## config.mk

```make
export PLATFORM = sky130hd
export DESIGN_NAME = wieg_sturing
export DESIGN_NICKNAME = d
export VERILOG_FILES = /design/src/rtl/wieg_sturing.sv
export SDC_FILE = /design/constraint.sdc
export NUM_CORES = 1
export LEC_CHECK = 0
export CELL_PAD_IN_SITES_DETAIL_PLACEMENT = 1
export CELL_PAD_IN_SITES_GLOBAL_PLACEMENT = 1
export CORE_ASPECT_RATIO = 0.7
export CORE_UTILIZATION = 30
export DETAILED_ROUTE_END_ITERATION = 8
export GPL_ROUTABILITY_DRIVEN = 1
export PLACE_DENSITY_LB_ADDON = 0.1
export SKIP_CTS_REPAIR_TIMING = 1
export SYNTH_ARGS = -nofsm -noshare
export SYNTH_HDL_FRONTEND = slang
export SYNTH_SLANG_ARGS = --single-unit
export TNS_END_PERCENT = 5
```

## constraint.sdc

```tcl
create_clock -name clk -period 1.5 [get_ports clk]
set_input_delay 0.15 -clock clk [delete_from_list [all_inputs] [get_ports clk]]
set_output_delay 0.15 -clock clk [all_outputs]
set_load 0.02 [all_outputs]
```

## src/rtl/wieg_sturing.sv

```systemverilog
// -----------------------------------------------------------------------------
// wieg_sturing -- cradle rocking controller
//
// Purpose:
//   Rocks a cradle in sessions. While rocking (WIEG) the controller counts
//   clk12 strobes. Every EVAL_TICKS strobes it spends one cycle (EVAL)
//   judging the baby's stress indicators and adapts the rocking speed and
//   pattern. The session ends calm (KLAAR) after CALM_TARGET consecutive
//   "stress decreased" evaluations. It gives up (ALARM) after MAX_POGINGEN
//   evaluations without calming.
//
// Ports:
//   clk       in   system clock, rising edge
//   reset     in   asynchronous active-high reset
//   clk12     in   single-cycle evaluation strobe, synchronous to clk
//   start     in   level, starts a session from IDLE
//   stop      in   level, aborts any session and overrides everything else
//   gedaald   in   stress decreased, sampled in EVAL
//   gelijk    in   stress unchanged, sampled in EVAL
//   motor_en  out  cradle motor enable
//   stand     out  rocking pattern 0..3
//   snelheid  out  applied rocking speed 0..7
//   bezig     out  session active
//   klaar     out  session ended calm
//   alarm     out  session gave up
//
// Configuration:
//   WIEG_ZACHTE_START_EN  when defined, the applied speed ramps one step per
//                         clk12 strobe toward the target speed. When left
//                         undefined, the applied speed follows the target
//                         speed directly.
// -----------------------------------------------------------------------------
module wieg_sturing #(
   parameter int EVAL_TICKS   = 8,
   parameter int CALM_TARGET  = 3,
   parameter int MAX_POGINGEN = 12
) (
   input  logic       clk,
   input  logic       reset,
   input  logic       clk12,
   input  logic       start,
   input  logic       stop,
   input  logic       gedaald,
   input  logic       gelijk,
   output logic       motor_en,
   output logic [1:0] stand,
   output logic [2:0] snelheid,
   output logic       bezig,
   output logic       klaar,
   output logic       alarm
);

   localparam logic [2:0] ST_IDLE  = 3'd0;
   localparam logic [2:0] ST_WIEG  = 3'd1;
   localparam logic [2:0] ST_EVAL  = 3'd2;
   localparam logic [2:0] ST_KLAAR = 3'd3;
   localparam logic [2:0] ST_ALARM = 3'd4;

   localparam logic [7:0] TICK_LAST = 8'(EVAL_TICKS - 1);
   localparam logic [3:0] CALM_LAST = 4'(CALM_TARGET);
   localparam logic [7:0] TRY_LAST  = 8'(MAX_POGINGEN);

   localparam logic [2:0] SPEED_MIN     = 3'd1;
   localparam logic [2:0] SPEED_MAX     = 3'd7;
   localparam logic [2:0] SPEED_RESTART = 3'd3;

   logic [2:0] state;
   logic [2:0] state_nxt;
   logic [7:0] tick_cnt;
   logic [7:0] tick_nxt;
   logic [3:0] calm_cnt;
   logic [3:0] calm_nxt;
   logic [7:0] try_cnt;
   logic [7:0] try_nxt;
   logic [2:0] target;
   logic [2:0] target_nxt;
   logic [1:0] pattern;
   logic [1:0] pattern_nxt;
   logic [2:0] speed;
   logic [2:0] speed_nxt;
   logic       running_nxt;

   // Next-state and session bookkeeping. The per-state rules are applied
   // first; stop and the IDLE cleanup are layered on top afterwards so that
   // an abort always discards whatever the state rules decided in that cycle,
   // including an evaluation that would otherwise have been applied.
   always_comb begin
      state_nxt   = state;
      tick_nxt    = tick_cnt;
      calm_nxt    = calm_cnt;
      try_nxt     = try_cnt;
      target_nxt  = target;
      pattern_nxt = pattern;
      speed_nxt   = speed;

      case (state)
         ST_IDLE: begin
            if (start) begin
               state_nxt = ST_WIEG;
            end
         end

         ST_WIEG: begin
            if (clk12) begin
               if (tick_cnt == TICK_LAST) begin
                  tick_nxt  = 8'd0;
                  state_nxt = ST_EVAL;
               end else begin
                  tick_nxt = tick_cnt + 8'd1;
               end
`ifdef WIEG_ZACHTE_START_EN
               if (speed < target) begin
                  speed_nxt = speed + 3'd1;
               end else if (speed > target) begin
                  speed_nxt = speed - 3'd1;
               end
`endif
            end
         end

         ST_EVAL: begin
            try_nxt   = try_cnt + 8'd1;
            state_nxt = ST_WIEG;
            if (gedaald) begin
               if (target > SPEED_MIN) begin
                  target_nxt = target - 3'd1;
               end
               calm_nxt = calm_cnt + 4'd1;
               if (calm_nxt == CALM_LAST) begin
                  state_nxt = ST_KLAAR;
               end
            end else if (gelijk) begin
               pattern_nxt = pattern + 2'd1;
               calm_nxt    = 4'd0;
            end else begin
               calm_nxt = 4'd0;
               if (target != SPEED_MAX) begin
                  target_nxt = target + 3'd1;
               end else begin
                  pattern_nxt = pattern + 2'd1;
                  target_nxt  = SPEED_RESTART;
               end
            end
            if ((state_nxt != ST_KLAAR) && (try_nxt == TRY_LAST)) begin
               state_nxt = ST_ALARM;
            end
         end

         ST_KLAAR: begin
            if (!start) begin
               state_nxt = ST_IDLE;
            end
         end

         ST_ALARM: begin
            state_nxt = ST_ALARM;
         end

         default: begin
            state_nxt = ST_IDLE;
         end
      endcase

      if (stop) begin
         state_nxt = ST_IDLE;
      end

      // Everything is put back to its session-entry value while idle, so a
      // new session always starts from pattern 0 at speed 1 with clean
      // counters.
      if (state_nxt == ST_IDLE) begin
         tick_nxt    = 8'd0;
         calm_nxt    = 4'd0;
         try_nxt     = 8'd0;
         target_nxt  = SPEED_MIN;
         pattern_nxt = 2'd0;
         speed_nxt   = SPEED_MIN;
      end

`ifndef WIEG_ZACHTE_START_EN
      // Without the soft start the applied speed is simply the target speed.
      speed_nxt = target_nxt;
`endif
   end

   assign running_nxt = (state_nxt == ST_WIEG) || (state_nxt == ST_EVAL);

   // Internal state registers.
   always_ff @(posedge clk or posedge reset) begin
      if (reset) begin
         state    <= ST_IDLE;
         tick_cnt <= 8'd0;
         calm_cnt <= 4'd0;
         try_cnt  <= 8'd0;
         target   <= SPEED_MIN;
         pattern  <= 2'd0;
         speed    <= SPEED_MIN;
      end else begin
         state    <= state_nxt;
         tick_cnt <= tick_nxt;
         calm_cnt <= calm_nxt;
         try_cnt  <= try_nxt;
         target   <= target_nxt;
         pattern  <= pattern_nxt;
         speed    <= speed_nxt;
      end
   end

   // Output registers, decoded from the next state so they line up with the
   // state register rather than lagging it by a cycle.
   always_ff @(posedge clk or posedge reset) begin
      if (reset) begin
         motor_en <= 1'b0;
         stand    <= 2'd0;
         snelheid <= 3'd0;
         bezig    <= 1'b0;
         klaar    <= 1'b0;
         alarm    <= 1'b0;
      end else begin
         motor_en <= running_nxt;
         bezig    <= running_nxt;
         stand    <= pattern_nxt;
         snelheid <= running_nxt ? speed_nxt : 3'd0;
         klaar    <= (state_nxt == ST_KLAAR);
         alarm    <= (state_nxt == ST_ALARM);
      end
   end

endmodule
```

Fig. 1: run 1, signal wires by layer
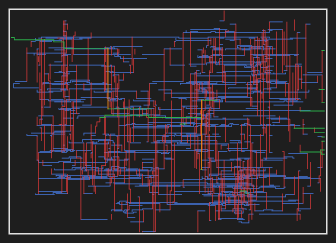
- orange: met4 (wire length 40.8 microns)
- red: met2 (wire length 2530 microns)
- green: met3 (wire length 125 microns)
- blue: met1 (wire length 2840 microns)

Fig. 2: run 1, track usage over the die
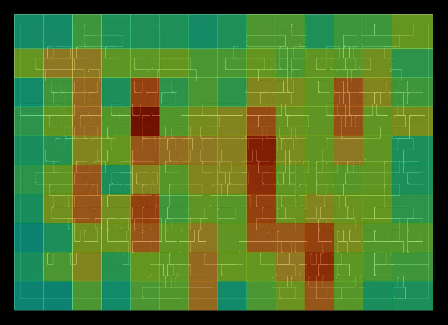
most used routing layer: met2
fraction of met2 tracks used by global routing: 27.85%
overall track demand over capacity in global routing: 17.01%
global routing met1 resource utilization: 22.99%

==> impl_metrics.toml, run 1 <==
# flow metrics
[clocking]
clkTransAtPathRegs_ns = 0.08
tritoncts = "done"

[outcome]
violations_in_the_final_reports = "negative setup slack"
run_status = "finished with violations"

[cells_and_area]
most-common-layout-cells = "45 x buf_4, 34 x nor2_1, 30 x dfrtp_1, 14 x nand2_1, 14 x clkdlybuf4s50_1"
comb_area_share_pct = 40.80
area_delta_synth_final_pct = 37.45
fillerInstances = 727
sh_seq_area_pct = 31.22
finish.utilization_pct = 43.27
post_layout_nonfiller_instances = 364
stdcell_area_sq_um = 2741

[die]
chipHeight_microns = 70.22
top_level_ports = 16
core_sq_um = 6336
die_w_microns = 99.46

[detailed_routing]
detailed_router_iteration_count_before_antenna_repair = 4
topRoutingLayerUsed = "met4"
drt_iter0_drc = 45
route.detailed.vias_per_inst = 4.788
met2_wire_length_microns = 2529

[sta]
hold_slack_ns = 0.1788
report.final.setup_viol = 18
setup_slack_ns = -0.1828
max_freq_mhz = 594.2
min_period_ns = 1.683

[power_and_ir_drop]
p_sw_share_pct = 25.45
clock_power_share_pct = 39.8
p_sw_uw = 466.9

[synth]
synth_area_sq_um = 1994
synthesis.yosys.warnings = 0
postSynthAreaPerCell_sq_um = 9.452

[global_routing]
grtUsageMet3_pct = 3.704
grt_pass1_vias = 1826
gr-total-overflow = 0

[critical_path]
reg2reg_slack_ns = -0.18
Fig. 3: run 1, metal 2
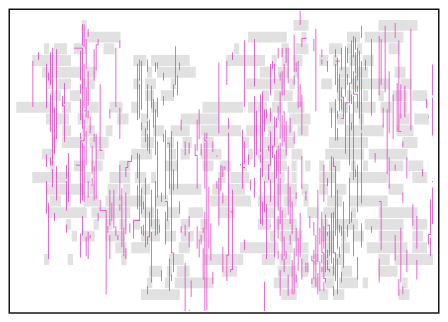
- main direction: vertical
- share of all routed wire: 46%

[run 1: registers in the layout, indices dropped and copies added (netlist names), 2 cells and up]
register  count
tick_cnt      8
try_cnt       8
calm_cnt      4
snelheid      3
state         3
target        3
stand         2
[run 1: kinds of logic after synthesis]
group           synth area share, %
compound gates                14.24
xor+xnor                      7.465
fa+ha+maj                     5.646
buf+inv                       4.767
flops                         42.72
simple gates                  25.16
[run 1: cells in the mapped netlist (3+ instances only)]
library cell and instances:
o21ai_0 9, ha_1 9, inv_1 6, xnor2_1 6
and3_1 3, nand3_1 6, and2_1 3, nand2_1 14
dfrtp_1 33, nand4_1 5, buf_2 4, nand2b_1 3
buf_6 3, a21oi_1 13, nor2b_1 3, nor2_1 34
nor3_1 4, xor2_1 11
==> run 2: changes to the inputs <==
- CTS_CLUSTER_SIZE: unset -> 40
- HOLD_SLACK_MARGIN: unset -> 0.1
Fig. 4: run 2, clock network drawn from the DEF
The bar under the picture is 20 microns long.
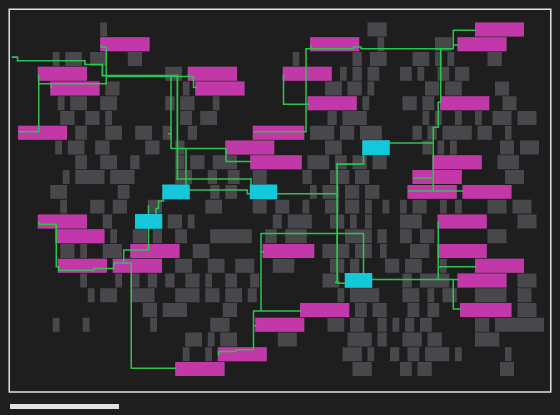
- magenta: flip-flops (count 34)
- cyan: cells driving clock nets (count 5)
- green: clock wires (length 540 microns)
- flops lie: all over the die
- routed clock nets: 6

==> impl_metrics.toml, run 2 <==
# flow metrics
[synth]
postSynthAreaPerCell_sq_um = 9.452
post-synth-top-count-cell = "nor2_1"
yosys-top-cells-count = "34 x nor2_1, 33 x dfrtp_1, 14 x nand2_1, 13 x a21oi_1, 11 x xor2_1"

[global_routing]
global_routing_met1_resource_utilization_pct = 22.99
top_usage_layer = "met2"
global_route.usage.total_pct = 17.01

[outcome]
run_status = "finished with violations"
violations_in_the_final_reports = "negative setup slack"

[sta]
setup_slack_ns = -0.1828
report.final.setup_viol = 18
max_freq_mhz = 594.2
min_period_ns = 1.683

[cells_and_area]
fillerInstances = 727
top_regs = "tick_cnt: 8 flops, try_cnt: 8 flops, calm_cnt: 4 flops"
most-common-layout-cells = "45 x buf_4, 34 x nor2_1, 30 x dfrtp_1, 14 x nand2_1, 14 x clkdlybuf4s50_1"
finish.utilization_pct = 43.27

[die]
die_w_microns = 99.46
top_level_ports = 16

[clocking]
clkTransAtPathRegs_ns = 0.08

[power_and_ir_drop]
p_sw_share_pct = 25.45

[detailed_routing]
drt_iter0_drc = 45
detailed_router_iteration_count_before_antenna_repair = 4
met2_wire_length_microns = 2529

[critical_path]
reg2reg_slack_ns = -0.18
Fig. 5: run 2, metal 2
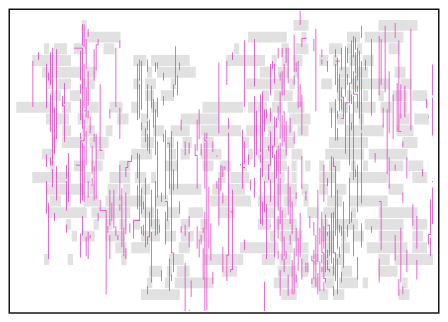
- main direction: vertical
- share of all routed wire: 46%

[run 2: cell counts after synthesis]
Identical to the previous run, type by type.
[run 2: logic make-up after synthesis]
kind of cell             after synthesis  share of synthesized area (%)
AND-OR/OR-AND                         42                          14.24
XOR/XNOR                              17                          7.465
adder cells (fa/ha/maj)                9                          5.646
buffers and inverters                 16                          4.767
flip-flops                            34                          42.72
AND/OR/NAND/NOR                       93                          25.16
[run 2: layout make-up]
class / count / area (sq um) / share of cell area [%]
clock buffers: 6 / 82.58 / 3.012
well taps: 91 / 113.9 / 4.153
multi-input cells: 161 / 1119 / 40.80
flip-flops and latches: 34 / 855.8 / 31.22
inverters: 6 / 22.52 / 0.8215
clock inverters: 2 / 12.51 / 0.4564
repair buffers: 64 / 535.5 / 19.53
